[config.mk]
export PLATFORM = sky130hd
export DESIGN_NAME = issue_ctrl
export DESIGN_NICKNAME = d
export VERILOG_FILES = /design/src/rtl/issue_ctrl.sv
export SDC_FILE = /design/constraint.sdc
export NUM_CORES = 1
export LEC_CHECK = 0
export CAP_MARGIN = 5
export CORE_MARGIN = 2
export CORE_UTILIZATION = 53
export CTS_CLUSTER_DIAMETER = 30
export DETAILED_ROUTE_END_ITERATION = 8
export PLACE_DENSITY = 0.86
export SYNTH_ARGS = -nofsm -noshare
export SYNTH_HDL_FRONTEND = slang
export SYNTH_SLANG_ARGS = --single-unit
[constraint.sdc]
create_clock -name clk -period 4.24 [get_ports clk]
set_clock_uncertainty 0.05 [all_clocks]
set_input_delay 0.848 -clock clk [delete_from_list [all_inputs] [get_ports clk]]
set_output_delay 0.848 -clock clk [all_outputs]
set_load 0.02 [all_outputs]
[src/rtl/issue_ctrl.sv]
// Issue controller between decode and execute.
// Tracks in-flight register writers with one busy bit per S and P register
// and holds back any instruction with a RAW or WAW hazard. Branches are
// serialised until they resolve, and HALT drains the pipe before stopping.
// A single output register feeds the execute stage.
//
//   state   | meaning
//   --------+------------------------------------------------------------
//   RUN     | normal issue
//   BR_WAIT | branch issued; wait for br_resolved before issuing again
//   DRAIN   | HALT issued; wait for writers and the issue register to empty
//   HALTED  | pipe drained after HALT; only reset leaves this state
module issue_ctrl #(
    parameter int WIDTH        = 32,
    parameter int REG_SEL      = 5,
    parameter int MAX_INFLIGHT = 4
) (
    input  logic               clk,
    input  logic               rst,
    input  logic               dec_valid,
    output logic               dec_ready,
    input  logic [WIDTH-1:0]   dec_inst,
    input  logic               dec_is_branch,
    input  logic               dec_halted,
    input  logic               dec_a_from_rb,
    input  logic               dec_a_sel,
    input  logic [REG_SEL-1:0] dec_a_addr,
    input  logic               dec_b_from_rb,
    input  logic [REG_SEL-1:0] dec_b_addr,
    input  logic               dec_z_sel,
    input  logic [REG_SEL-1:0] dec_z_addr,
    output logic               iss_valid,
    input  logic               iss_ready,
    output logic [WIDTH-1:0]   iss_inst,
    input  logic               wb_valid,
    input  logic               wb_sel,
    input  logic [REG_SEL-1:0] wb_addr,
    input  logic               br_resolved,
    input  logic               br_taken,
    output logic               flush,
    output logic               halted,
    output logic               sb_err
);

    localparam int NREG = 1 << REG_SEL;
    localparam int CW   = $clog2(MAX_INFLIGHT + 1);

    typedef enum logic [1:0] {RUN, BR_WAIT, DRAIN, HALTED} state_t;

    state_t            state_q, state_d;
    logic [NREG-1:0]   busy_s_q, busy_s_d;
    logic [NREG-1:0]   busy_p_q, busy_p_d;
    logic [CW-1:0]     inflight_q, inflight_d;
    logic              iss_valid_q, iss_valid_d;
    logic [WIDTH-1:0]  iss_inst_q, iss_inst_d;
    logic              halted_q, halted_d;
    logic              sb_err_q, sb_err_d;

    logic writes_z, a_busy, b_busy, z_busy, hazard;
    logic accept, acc_wr, wb_ok, br_ok;

    // Hazard detection, handshake and flush; wb/br are ignored while in reset
    always_comb begin
        writes_z  = !dec_is_branch && !dec_halted;
        a_busy    = dec_a_sel ? busy_p_q[dec_a_addr] : busy_s_q[dec_a_addr];
        b_busy    = busy_s_q[dec_b_addr];
        z_busy    = dec_z_sel ? busy_p_q[dec_z_addr] : busy_s_q[dec_z_addr];
        hazard    = (dec_a_from_rb && a_busy) || (dec_b_from_rb && b_busy) ||
                    (writes_z && z_busy);
        dec_ready = !rst && (state_q == RUN) && !hazard &&
                    (!iss_valid_q || iss_ready) &&
                    (!writes_z || (inflight_q < CW'(MAX_INFLIGHT)));
        accept    = dec_valid && dec_ready;
        acc_wr    = accept && writes_z;
        wb_ok     = wb_valid && !rst;
        br_ok     = br_resolved && (state_q == BR_WAIT) && !rst;
        flush     = br_ok && br_taken;
    end

    // Next-state: scoreboard (set beats clear), inflight count, issue register, FSM
    always_comb begin
        busy_s_d = busy_s_q;
        busy_p_d = busy_p_q;
        if (wb_ok) begin
            if (wb_sel) busy_p_d[wb_addr] = 1'b0;
            else        busy_s_d[wb_addr] = 1'b0;
        end
        if (acc_wr) begin
            if (dec_z_sel) busy_p_d[dec_z_addr] = 1'b1;
            else           busy_s_d[dec_z_addr] = 1'b1;
        end

        inflight_d = inflight_q;
        if (acc_wr && !wb_ok)
            inflight_d = inflight_q + CW'(1);
        else if (!acc_wr && wb_ok && (inflight_q != '0))
            inflight_d = inflight_q - CW'(1);

        sb_err_d = sb_err_q || (wb_ok && (inflight_q == '0));

        iss_valid_d = iss_valid_q;
        iss_inst_d  = iss_inst_q;
        if (accept) begin
            iss_valid_d = 1'b1;
            iss_inst_d  = dec_inst;
        end else if (br_ok || iss_ready) begin
            iss_valid_d = 1'b0;
        end

        state_d = state_q;
        case (state_q)
            RUN: begin
                if (accept && dec_is_branch)   state_d = BR_WAIT;
                else if (accept && dec_halted) state_d = DRAIN;
            end
            BR_WAIT: if (br_ok) state_d = RUN;
            DRAIN:   if ((inflight_d == '0) && !iss_valid_d) state_d = HALTED;
            default: state_d = HALTED;
        endcase

        halted_d = halted_q || (state_d == HALTED);
    end

    // State and output registers with synchronous reset
    always_ff @(posedge clk) begin
        if (rst) begin
            state_q     <= RUN;
            busy_s_q    <= '0;
            busy_p_q    <= '0;
            inflight_q  <= '0;
            iss_valid_q <= 1'b0;
            iss_inst_q  <= '0;
            halted_q    <= 1'b0;
            sb_err_q    <= 1'b0;
        end else begin
            state_q     <= state_d;
            busy_s_q    <= busy_s_d;
            busy_p_q    <= busy_p_d;
            inflight_q  <= inflight_d;
            iss_valid_q <= iss_valid_d;
            iss_inst_q  <= iss_inst_d;
            halted_q    <= halted_d;
            sb_err_q    <= sb_err_d;
        end
    end

    assign iss_valid = iss_valid_q;
    assign iss_inst  = iss_inst_q;
    assign halted    = halted_q;
    assign sb_err    = sb_err_q;

endmodule

**Run 1: cell area per tile**

The die is cut into 11 by 11 equal tiles; white is low, dark blue is high, 0 to 100% covered.
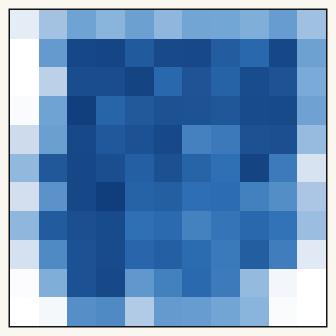
mean over tiles	63%
tiles over 75% full	47%
fullest tile	94%
nearly empty tiles	5.0%
emptiest ninth of the die	lower right
initial core utilization: 54.8%
Core ar.: 0.0103 mm^2

**Run 1: metal 3**

The bar under the picture is 20 um long.
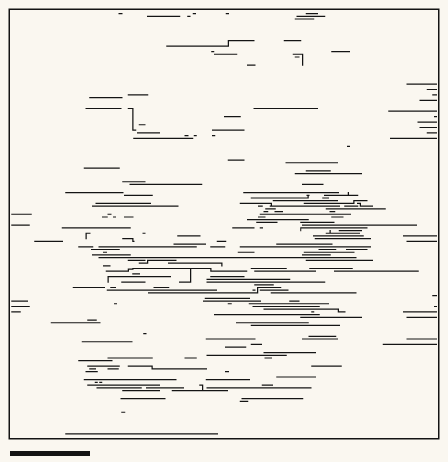
longest straight run	64.4 um
nets with wire on the layer	135
share of all routed wire	9.7%
wire length on this layer	1790 um
main direction	horizontal
met3 Use GR: 6.72%
vias: 5604
WL final: 18.6 mm

**Run 1: placement view**

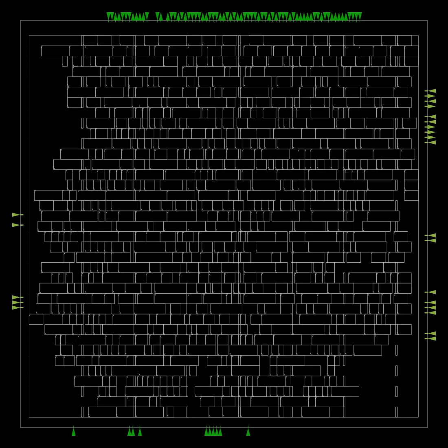
Seq/total area: 28.1%
Final Util: 71.8%

==> results.json, run 1 <==
{
  "cts.clk_slew.worst_paths_ps": 110,
  "cts_setup_buffers": 0,
  "switchingPower_w": 0.000595,
  "worstPathMaxFanout": 8,
  "yosysTopAreaCellShare_pct": 36.8,
  "drtIter0Drc": 581,
  "cts_max_path_buffers": 2,
  "max-cap-violations": 0,
  "top_layer_used": "met4",
  "wl_met2_mm": 9.02,
  "cts.sinks": 104,
  "hold_viol": 0,
  "ff2ff_path_depth": 10,
  "grt.total_usage_pct": 32.3,
  "lay_top_count": "dfxtp_1",
  "tightestPinTransition_ps": 1080,
  "whs_path_depth": 2,
  "adder_share_pct": 0.663,
  "path_class": "input port to output port",
  "clock.latency.late_pin_ps": 400,
  "cts_tree": "done",
  "warning_count": 30,
  "comb_cells": 460,
  "io_buffers": 102,
  "critPathSlowestCell": "clkdlybuf4s50_1",
  "logic_area_mm2": 0.00338,
  "remaining_drc_errors": 0,
  "end_kind": "output port",
  "comb_power_w": 0.000378,
  "period_needed_ps": 4120,
  "whs_ps": 448,
  "netlist_instances": 613,
  "seqPwrFrac_pct": 50.0,
  "avgViaCountPerCell": 6.29,
  "ys_seq_share_pct": 36.8,
  "stdcell_count": 891,
  "clockPowerShare_pct": 31.2,
  "io_pins": 103,
  "hpwl_mm": 13.5,
  "drive_above_1_share_pct": 19.5,
  "lay_top_cells": "104 x dfxtp_1, 98 x clkdlybuf4s50_1, 79 x nand2_1, 70 x a21oi_1, 67 x o21ai_0",
  "ctsHtreeMaxLevel": 3,
  "pg_clk_w": 0.000631,
  "hold_buffers": 0,
  "clock_buffers": 11,
  "crit_arrival_ps": 3220,
  "fp-row-count": 37,
  "n_all_inverters": 9,
  "areaGrowthSynthToFinish_pct": 31.1,
  "r2r-start": "busy_p_q[11]",
  "final-clk-cell-share_pct": 2.53,
  "combPwrFrac_pct": 18.7,
  "power_density_mw_per_mm2": 272,
  "fp_nets": 682,
  "buffers": 166,
  "cp-start-kind": "input port",
  "place_inst": 875,
  "grt_max_degree": 107,
  "ys_cells": 613,
  "crit_chain": "clkdlybuf4s50_1 -> buf_4 -> nor3_2 -> a221oi_2 -> o22a_1 -> a2bb2oi_1 -> nor3b_1 -> nor3_1 -> buf_4",
  "taps": 136,
  "ctsResizeCount": 4,
  "met1_length_mm": 6.90,
  "grt_pass1_wl_mm": 28.7,
  "max_slew_margin_pct": 27.9,
  "cts_root_buffer": "clkbuf_8",
  "cp.depth": 9,
  "use_met2_pct": 53.1,
  "final_cell_area_mm2": 0.00742,
  "async_reset_ff_share_pct": 0,
  "synth-compound-area-share_pct": 16.1,
  "ys_sh_simple_pct": 18.8,
  "flops": 104,
  "design_power_total_w": 0.00202,
  "largest_class": "combinational gates",
  "crit_start": "dec_z_addr[2]",
  "numCtsBuffers": 9,
  "hold_class": "register to register",
  "finalWorstSetupSlack_ps": 122,
  "n_fill_cell": 767,
  "xor_area_share_pct": 0.310,
  "dpl_cell_area_mm2": 0.00721,
  "path_common_cell": "buf_4",
  "dieArea_mm2": 0.0115,
  "sh_comb_area_pct": 45.5,
  "top_power_group": "registers",
  "die_h_um": 107,
  "grt_use_met1_pct": 39.3,
  "min_period_over_period_pct": 97.1,
  "synthesis.area_mm2": 0.00566,
  "status": "completed",
  "totalNegativeSetupSlack_ps": 0,
  "hold_end": "sb_err",
  "drt_first_pass_iters": 7,
  "synth.distinct_cells": 55,
  "crit_buf_inv": 3,
  "flop_area_mm2": 0.00208,
  "hp-start": "sb_err",
  "edf_count": 0,
  "postRouteAntennaNets": 0,
  "ys.flops": 104,
  "grt-ovfl-total": 0,
  "seq_cell_power_w": 0.00101,
  "rsz0062_at_grt": "false",
  "synth.comb.largest_family": "multiplexers",
  "postSynthAreaPerCell_um2": 9.23,
  "topCellsByArea": "dfxtp_1 37%, mux4_2 11%, mux2i_1 9.0%",
  "diodes": 0,
  "grt_pass1_vias": 5652,
  "p_sw_share_pct": 29.5,
  "ys.flop_type": "dfxtp_1",
  "buffer_area_share_pct": 21.1,
  "report.final.slew_viol_count": 0,
  "wl_per_cell_um": 20.8,
  "antenna_found_initial": 0,
  "peakVddDrop_mv": 0.163,
  "gp_congestion": 1.02,
  "ys_sh_mux_pct": 23.4,
  "top_cell": "dfxtp_1",
  "common_cells": "104 x dfxtp_1, 79 x nand2_1, 70 x a21oi_1, 67 x o21ai_0, 51 x mux2i_1",
  "rrSetupSlack_ps": 850,
  "dpl_worst_slack_ps": -330,
  "synth_area_leader_cell": "dfxtp_1",
  "num-nets-final": 819,
  "die_w_um": 107,
  "max_clock_freq_mhz": 243,
  "crit_end": "dec_ready",
  "yosysWarnings": 0,
  "required_ps": 3340,
  "cp_top_family": "buffers and inverters",
  "r2r_end": "state_q[0]",
  "power.leakage_nw": 2.67,
  "max_stage_delay_ps": 560,
  "yosys_area_mm2": 0.00566,
  "setup_violations": 0,
  "p_int_w": 0.00142,
  "wl_met3_mm": 1.79,
  "busiest_layer": "met2"
}
**Run 1: cells colored by class**

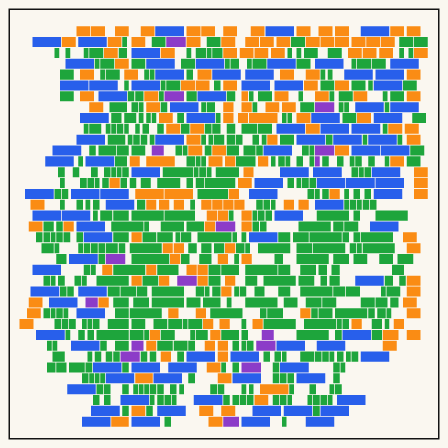

==> run 2: changes to the inputs <==
--- a/config.mk
+++ b/config.mk
@@ -11,6 +11,7 @@
 export CTS_CLUSTER_DIAMETER = 30
 export DETAILED_ROUTE_END_ITERATION = 8
 export PLACE_DENSITY = 0.86
+export SLEW_MARGIN = 30
 export SYNTH_ARGS = -nofsm -noshare
 export SYNTH_HDL_FRONTEND = slang
 export SYNTH_SLANG_ARGS = --single-unit
**Run 2: cells colored by class**

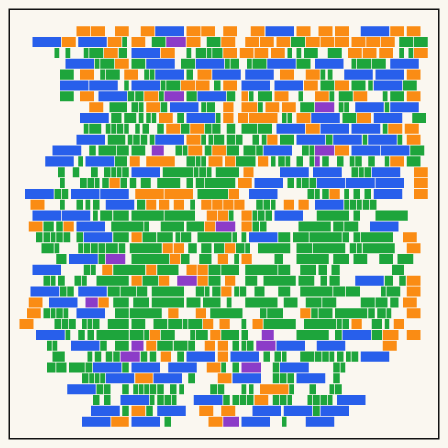
class	color	cells	share of their area
other buffers and delay cells	orange	166	22%
clock drivers and dummy loads	purple	16	2.6%
flops	blue	104	29%
combinational and other logic	green	469	47%
Final Util: 71.9%
Final Cell Area: 0.00742 mm^2
Seq/total area: 28.1%
row cnt: 37

**Run 2: cell area per tile**

The die is cut into 11 by 11 equal tiles; white is low, dark blue is high, 0 to 100% covered.
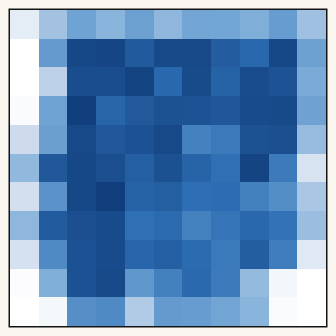
tiles over 75% full	47%
nearly empty tiles	5.0%
fullest tile	94%

**Run 2: where the registers sit**

The bar under the picture is 20 um long.
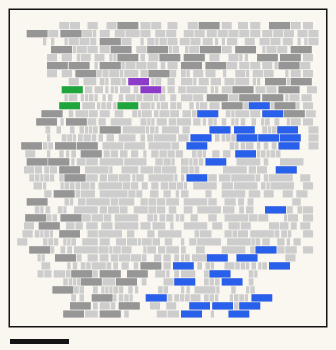
netlist name	color	flops
inflight_q	green	3
state_q	purple	2
busy_s_q	blue	32
not colored	67
register area: 0.00208 mm^2
sequential power: 0.00101 W

==> results.json, run 2 <==
{
  "status": "completed",
  "worstPathMaxFanout": 8,
  "final-clk-cell-share_pct": 2.53,
  "max_stage_delay_ps": 560,
  "grt_use_met1_pct": 39.3,
  "rsz0062_at_grt": "false",
  "drt_first_pass_iters": 6,
  "path_class": "input port to output port",
  "r2r-start": "busy_p_q[11]",
  "crit_buf_inv": 4,
  "busiest_layer": "met2",
  "cts.sinks": 104,
  "finalWorstSetupSlack_ps": 126,
  "crit_end": "dec_ready",
  "path_common_cell": "buf_4",
  "comb_power_w": 0.000379,
  "cp-start-kind": "input port",
  "top_power_group": "registers",
  "yosysTopAreaCellShare_pct": 36.8,
  "common_cells": "104 x dfxtp_1, 79 x nand2_1, 70 x a21oi_1, 67 x o21ai_0, 51 x mux2i_1",
  "hp-start": "busy_p_q[16]",
  "met1_length_mm": 6.90,
  "max_slew_margin_pct": 45.0,
  "combPwrFrac_pct": 18.8,
  "ys_seq_share_pct": 36.8,
  "hpwl_mm": 13.5,
  "design_power_total_w": 0.00202,
  "clock.latency.late_pin_ps": 400,
  "report.final.slew_viol_count": 0,
  "clockPowerShare_pct": 31.2,
  "synth.distinct_cells": 55,
  "buffer_area_share_pct": 21.1,
  "synthesis.area_mm2": 0.00566,
  "totalNegativeSetupSlack_ps": 0,
  "n_fill_cell": 767,
  "ctsResizeCount": 4,
  "sh_comb_area_pct": 45.5,
  "crit_chain": "clkdlybuf4s50_1 -> buf_4 -> nor3b_2 -> buf_4 -> a22oi_1 -> and3_1 -> a2bb2oi_1 -> nor3b_1 -> nor3_1 -> buf_4",
  "grt_max_degree": 107,
  "gp_congestion": 1.02,
  "taps": 136,
  "grt.total_usage_pct": 32.3,
  "power_density_mw_per_mm2": 272,
  "fp_nets": 682,
  "whs_path_depth": 2,
  "buffers": 166,
  "postSynthAreaPerCell_um2": 9.23,
  "via_count": 5582,
  "required_ps": 3340,
  "io_buffers": 102,
  "stdcell_count": 891,
  "period_needed_ps": 4110,
  "wl_met2_mm": 9.02,
  "rrSetupSlack_ps": 840,
  "synth_area_leader_cell": "dfxtp_1",
  "cp.depth": 10,
  "ys.flops": 104,
  "top_cell": "dfxtp_1",
  "hold_viol": 0,
  "synth.comb.largest_family": "multiplexers"
}
No activity file was given, so power comes from the tool's default toggle rates.
